File: config.mk
export PLATFORM = sky130hd
export DESIGN_NAME = video_timing
export DESIGN_NICKNAME = d
export VERILOG_FILES = /design/src/rtl/video_pkg.sv /design/src/rtl/video_timing.sv
export SDC_FILE = /design/constraint.sdc
export NUM_CORES = 1
export LEC_CHECK = 0
export ABC_CLOCK_PERIOD_IN_PS = 2920
export CORE_MARGIN = 4
export CORE_UTILIZATION = 52
export CTS_CLUSTER_SIZE = 20
export DETAILED_ROUTE_END_ITERATION = 6
export HOLD_SLACK_MARGIN = 0.1
export PLACE_DENSITY = 0.8
export SYNTH_ARGS = -nofsm -noshare
export SYNTH_HDL_FRONTEND = slang
export SYNTH_SLANG_ARGS = --single-unit
File: constraint.sdc
create_clock -name pixel_clk -period 2.92 [get_ports pixel_clk]
set_input_delay 0.438 -clock pixel_clk [delete_from_list [all_inputs] [get_ports pixel_clk]]
set_output_delay 0.438 -clock pixel_clk [all_outputs]
set_load 0.1 [all_outputs]
File: src/rtl/video_pkg.sv
// Shared 720p timing constants and the signed screen-coordinate type used by
// video_timing and the game-object blocks.
package video_pkg;

    typedef logic signed [11:0] coord_t;

    localparam int COORD_MIN = -2048;
    localparam int COORD_MAX = 2047;

    localparam int HRES_720   = 1280;
    localparam int H_FP_720   = 110;
    localparam int H_SYNC_720 = 40;
    localparam int H_BP_720   = 220;

    localparam int VRES_720   = 720;
    localparam int V_FP_720   = 5;
    localparam int V_SYNC_720 = 5;
    localparam int V_BP_720   = 20;

    // True when both the blanking start and the last active coordinate fit coord_t.
    function automatic bit fits_coord(input int res, input int blank);
        return (res >= 1) && (blank >= 1) &&
               (res - 1 <= COORD_MAX) && (-blank >= COORD_MIN);
    endfunction

endpackage

File: src/rtl/video_timing.sv
// Raster timing generator: signed pixel/line coordinates (negative in blanking),
// syncs, data enable, line/frame strobes and a completed-frame counter.
module video_timing
    import video_pkg::*;
#(
    parameter int HRES   = HRES_720,
    parameter int VRES   = VRES_720,
    parameter int H_FP   = H_FP_720,
    parameter int H_SYNC = H_SYNC_720,
    parameter int H_BP   = H_BP_720,
    parameter int V_FP   = V_FP_720,
    parameter int V_SYNC = V_SYNC_720,
    parameter int V_BP   = V_BP_720,
    parameter bit H_POL  = 1'b1,
    parameter bit V_POL  = 1'b1
) (
    input  logic        pixel_clk,
    input  logic        rst,
    output coord_t      hpos,
    output coord_t      vpos,
    output logic        hsync,
    output logic        vsync,
    output logic        de,
    output logic        fsync,
    output logic        lsync,
    output logic [15:0] frame
);

    localparam int H_BLANK = H_FP + H_SYNC + H_BP;
    localparam int V_BLANK = V_FP + V_SYNC + V_BP;

    localparam coord_t H_START  = coord_t'(-H_BLANK);
    localparam coord_t H_LAST   = coord_t'(HRES - 1);
    localparam coord_t HS_FIRST = coord_t'(H_FP - H_BLANK);
    localparam coord_t HS_LAST  = coord_t'(H_FP + H_SYNC - 1 - H_BLANK);

    localparam coord_t V_START  = coord_t'(-V_BLANK);
    localparam coord_t V_LAST   = coord_t'(VRES - 1);
    localparam coord_t VS_FIRST = coord_t'(V_FP - V_BLANK);
    localparam coord_t VS_LAST  = coord_t'(V_FP + V_SYNC - 1 - V_BLANK);

    if (!fits_coord(HRES, H_BLANK) || !fits_coord(VRES, V_BLANK) ||
        H_SYNC < 1 || V_SYNC < 1) begin : g_bad_params
        $error("video_timing: line or frame timing does not fit the signed 12-bit coordinate range");
    end

    coord_t h_next;
    coord_t v_next;
    logic   h_wrap;
    logic   v_wrap;

    // Every output is registered from the next coordinates so all of them
    // describe the same pixel as hpos/vpos in the same cycle.
    always_comb begin
        h_wrap = (hpos == H_LAST);
        v_wrap = (vpos == V_LAST);
        h_next = h_wrap ? H_START : hpos + 12'sd1;
        v_next = vpos;
        if (h_wrap) begin
            v_next = v_wrap ? V_START : vpos + 12'sd1;
        end
    end

    always_ff @(posedge pixel_clk) begin
        if (rst) begin
            hpos  <= H_START;
            vpos  <= V_START;
            hsync <= ~H_POL;
            vsync <= ~V_POL;
            de    <= 1'b0;
            fsync <= 1'b0;
            lsync <= 1'b0;
            frame <= '0;
        end else begin
            hpos  <= h_next;
            vpos  <= v_next;
            hsync <= (h_next >= HS_FIRST && h_next <= HS_LAST) ? H_POL : ~H_POL;
            vsync <= (v_next >= VS_FIRST && v_next <= VS_LAST) ? V_POL : ~V_POL;
            de    <= (h_next >= 12'sd0) && (v_next >= 12'sd0);
            lsync <= h_wrap;
            fsync <= h_wrap && v_wrap;
            if (h_wrap && v_wrap) begin
                frame <= frame + 16'd1;
            end
        end
    end

endmodule

==> results.yml, run 1 <==
# generated from flow reports
grt:
  grt_pass1_vias: 2195
  grt_max_degree: 37
clock_network:
  cts.repair.resized: 0
  cts-root-buf: "clkbuf_8"
  clk_latency_ns: 0.29
final_timing:
  slew_headroom: 0.618
  setup_tns_ns: 0
  worstMarginPinSlew_ns: 0.571
synthesis:
  synth.area.top_cells: "dfxtp_1, nor2_1, a21oi_1"
  ys_seq_frac: 0.365
  netlist_area_um2: 2470
  synth.distinct_cells: 54
status:
  status: "completed"
detailed_routing:
  wl_um: 6350
  viasPerCell: 6.26
  first_iter_violations: 233
  wl_per_cell_um: 15.9
finish:
  diodes: 0
  lay_top_cells: "buf_4, dfxtp_1, nor2_1"
  mi_logic_area_um2: 1450
flow_run:
  drv_cap: 0
critical_path:
  worstSetupPathType: "flip-flop to flip-flop"
  crit_arrival_ns: 2.91
  worstPathRequired_ns: 3.10
  cp-start-kind: "flip-flop"
floorplanning:
  row_count: 24
  die_x_um: 76.9
  ios: 47
power:
  p_leak_nw: 1.10
  intPower_mw: 0.841
-- run 1: worst max-delay path, stage by stage (launching register included) --
cell	delay [ns]
dfxtp_1	0.38
nor4b_2	0.56
and4_1	0.38
mux2i_1	0.29
or4b_2	0.60
a2111oi_1	0.41
-- run 1: state kept, by name, indices dropped and copies added, names as in the netlist --
signal and count:
fsync 1, vpos 12, hpos 12, lsync 1
hsync 1, vsync 1, de 1, frame 16
-- run 1: area by class of cell --
cell class | instances | share of cell area
Tap cell | 52 | 0.0219
Clock buffer | 7 | 0.0291
Inverter | 14 | 0.0177
Timing Repair Buffer | 53 | 0.135
Sequential cell | 45 | 0.309
Multi-Input combinational cell | 229 | 0.488
-- run 1: path summary, 6_finish.rpt --
path / start / slack (ns) / cells past startpoint / to
setup reg to reg: hpos[9] / 0.19 / 5 / vsync
hold reg to reg: hpos[0] / 0.47 / 1 / hpos[0]
hold / removal: hpos[0] / 0.47 / 1 / hpos[0]
setup / recovery: hpos[9] / 0.19 / 5 / vsync
-- run 1: through the flow --
step / worst slack (ns) / cells / total power [mW] / instance area [um2]
CTS: 0.238 / 400 / 1.16 / 2970
global route: 0.0415 / 400 / 1.19 / 2970
global placement: 0.428 / 393 / 0.773 / 2880
floorplan: 0.0428 / 304 / 0.746 / 2490
detailed placement: 0.224 / 393 / 0.773 / 2880
finish: 0.189 / 400 / 1.15 / 2970
-- run 1: layer usage --
metal / wire length, um / global-route usage / part of all wire
met1: 2720 / 0.275 / 0.43
met2: 2990 / 0.348 / 0.47
met3: 502 / 0.0527 / 0.079
met4: 140 / 0.0815 / 0.022
met5: 0 / 0 / 0
-- run 1: kinds of logic after synthesis --
logic type | share of synthesized area
and+or+nand+nor | 0.331
DFF | 0.365
AOI/OAI and AO/OA | 0.168
muxes | 0.0122
buffers and inverters | 0.0496
xor gates and xnor gates | 0.0603
adders and majority gates | 0.0152
-- run 1: cell usage after synthesis (all sizes together), types with 8 or more instances --
cell,n
nand2b,10
a21oi,19
dfxtp,45
or3,9
and4,8
nand4,11
inv,14
nand2,19
xnor2,10
nand3,16
nor2,29
clkbuf,13
o21ai,11
-- run 1: power groups by stage --
stage | registers, mW | logic [mW] | clock network (mW)
global route | 0.641 | 0.128 | 0.421
CTS | 0.639 | 0.122 | 0.397
global placement | 0.652 | 0.121 | 0
floorplan | 0.705 | 0.0416 | 0
finish | 0.639 | 0.121 | 0.386
detailed placement | 0.652 | 0.121 | 0
run_1/clock_nets.png
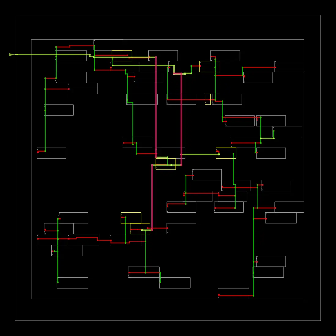
CTS Sinks: 45
clkbuf count: 7
clk pwr: 0.386 mW
registers: 45

run_1/layers.png
(6 px per um)
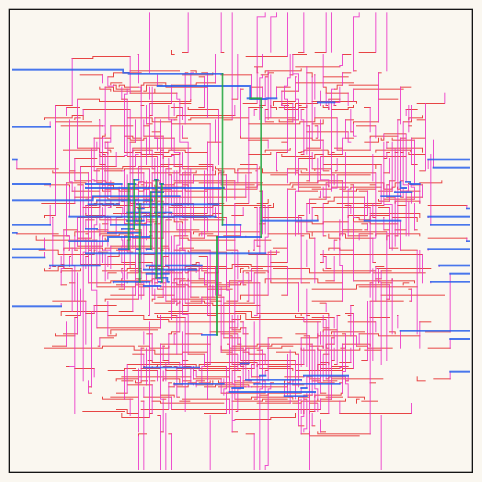
M3 -> blue  # wire length 502 um
M1 -> red  # wire length 2720 um
M4 -> green  # wire length 141 um
M2 -> magenta  # wire length 2990 um

run_1/ff_map.png
(6 px per um) Other sequential cells in the stronger grey, the rest of the logic in the fainter grey.
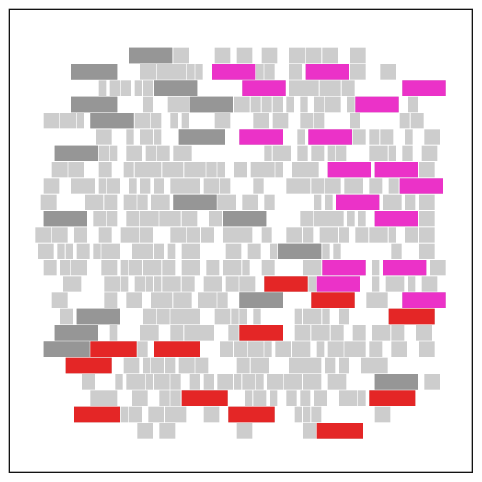
hpos -> red  # flops 12
frame -> magenta  # flops 16

==> inputs of run 2 (changes only) <==
--- a/config.mk
+++ b/config.mk
@@ -7,11 +7,13 @@
 export LEC_CHECK = 0
 export ABC_CLOCK_PERIOD_IN_PS = 2920
 export CORE_MARGIN = 4
-export CORE_UTILIZATION = 52
-export CTS_CLUSTER_SIZE = 20
+export CORE_UTILIZATION = 65
+export CTS_BUF_LIST = sky130_fd_sc_hd__clkbuf_4
+export CTS_CLUSTER_SIZE = 28
 export DETAILED_ROUTE_END_ITERATION = 6
+export DONT_BUFFER_PORTS = 1
 export HOLD_SLACK_MARGIN = 0.1
-export PLACE_DENSITY = 0.8
+export PLACE_DENSITY = 0.81
 export SYNTH_ARGS = -nofsm -noshare
 export SYNTH_HDL_FRONTEND = slang
 export SYNTH_SLANG_ARGS = --single-unit
run_2/clock_nets.png
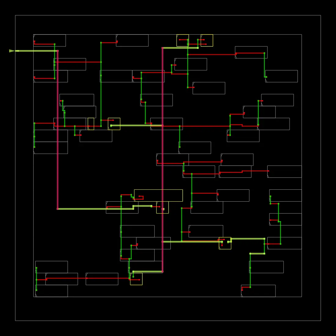
clkbuf count: 6
total CTS buffers: 5
clock latency on the worst-skew pair: 0.37 ns

run_2/util_map.png
(6 px per um) The die is cut into 7 by 7 equal tiles; white is low, dark blue is high, 0 to 100% covered.
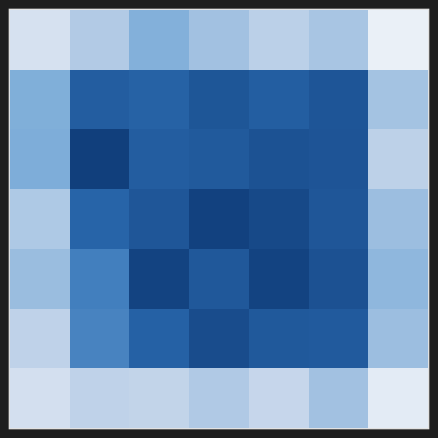
densest ninth of the die = centre
fullest tile = 94%
tiles over 75% full = 47%
mean over tiles = 59%

==> run 2 against run 1 <==
Cell count shrank 2.5%. First-iteration DRC count decreased by 17%. Largest power group unchanged. Critical endpoint unchanged. Critical path depth increased by 1. Highest routed layer unchanged. Critical path type unchanged. Register-to-register slack better by 0.21 ns. Global-route usage rose by 7.0 points. Wire length increased by 5.4%.
==> results.yml, run 2 <==
# generated from flow reports
synthesis:
  synth.area.top_cells: "dfxtp_1, nor2_1, a21oi_1"
  synth.distinct_cells: 54
  synthAdderAreaFrac: 0.0152
  yosys.area_share.aoi: 0.168
  yosysMostFrequentCell: "dfxtp_1"
  netlist_area_um2: 2470
status:
  status: "completed"
floorplanning:
  ios: 47
  die_x_um: 69.7
finish:
  layout.cells.non_filler: 390
  lay_top_cells: "buf_4, dfxtp_1, nor2_1"
  reg_top3: "frame: 16 flops, hpos: 12 flops, vpos: 12 flops"
  largest_reg_flops: 16
  design_area_um2: 2900
  mi_logic_area_um2: 1450
critical_path:
  path_cells: "ha_1 > and4_1 > and4_1 > mux2i_1 > or4b_2 > a2111oi_1"
  critPathTopFamily: "simple AND/OR/NAND/NOR gates"
  endpoint: "vsync"
  crit_buf_inv: 0
  worstPathRequired_ns: 3.16
  cpPeakStageDelay_ns: 0.59
grt:
  grt_max_degree: 38
power:
  power_mw: 1.15
placement:
  pre_cts_slack_ns: 0.390
detailed_routing:
  wl_um: 6690
run_2/m4.png
(8 px per um) Supply wires on this layer in grey. Cells faint in the background.
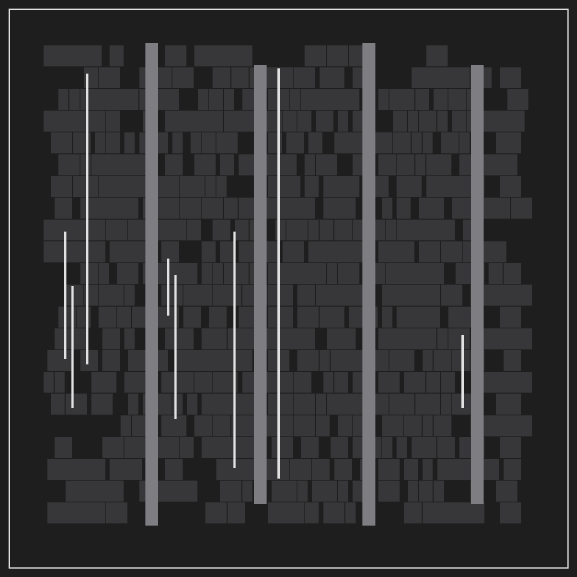
share of all routed wire = 2.7%
longest straight run = 51.0 um
wire length on this layer = 180 um
main direction = vertical

run 2: cell families after synthesis:
| family | Yosys count |
|---|---|
| adders and majority gates | 3 |
| muxes | 3 |
| and+or+nand+nor | 143 |
| DFF | 45 |
| xor gates and xnor gates | 17 |
| buffers and inverters | 30 |
| AOI/OAI and AO/OA | 63 |
run 2: final cells by class:
class	instances	area share
Tap cell	48	0.0207
Sequential cell	45	0.316
Clock buffer	6	0.0155
Timing Repair Buffer	46	0.120
Multi-Input combinational cell	229	0.498
Clock inverter	2	0.0116
Inverter	14	0.0181
run 2: worst register-to-register path, delay by kind of cell (launching register included):
kind                     cells  cell delay (ns)
AND/OR/NAND/NOR              3             1.17
AND-OR/OR-AND                1             0.43
flip-flops                   1             0.34
multiplexers                 1             0.23
adder cells (fa/ha/maj)      1             0.23
run 2: routing by layer:
| layer | wire, um | part of all wire | global-route usage | vias to the layer above |
|---|---|---|---|---|
| li1 | - | - | - | 1185 |
| met1 | 2690 | 0.40 | 0.349 | 1142 |
| met2 | 3200 | 0.48 | 0.456 | 140 |
| met3 | 624 | 0.093 | 0.0870 | 19 |
| met4 | 180 | 0.027 | 0.134 | 0 |
| met5 | 0 | 0 | 0 | - |
run 2: how the worst min path moves through the flow:
| stage | endpoint | depth (start not counted) |
|---|---|---|
| after global routing | vpos[0] | 1 |
| after detailed placement | hpos[6] | 1 |
| after global placement | hpos[6] | 1 |
| final | frame[0] | 1 |
| after CTS | hpos[6] | 1 |
| after floorplan | hpos[0] | 1 |
run 2: power breakdown:
group / internal [mW] / switching (mW)
Combinational: 0.0295 / 0.0976
Clock: 0.188 / 0.204
Sequential: 0.623 / 0.00384
Total: 0.840 / 0.305
Power is estimated from default activity; no workload was simulated.
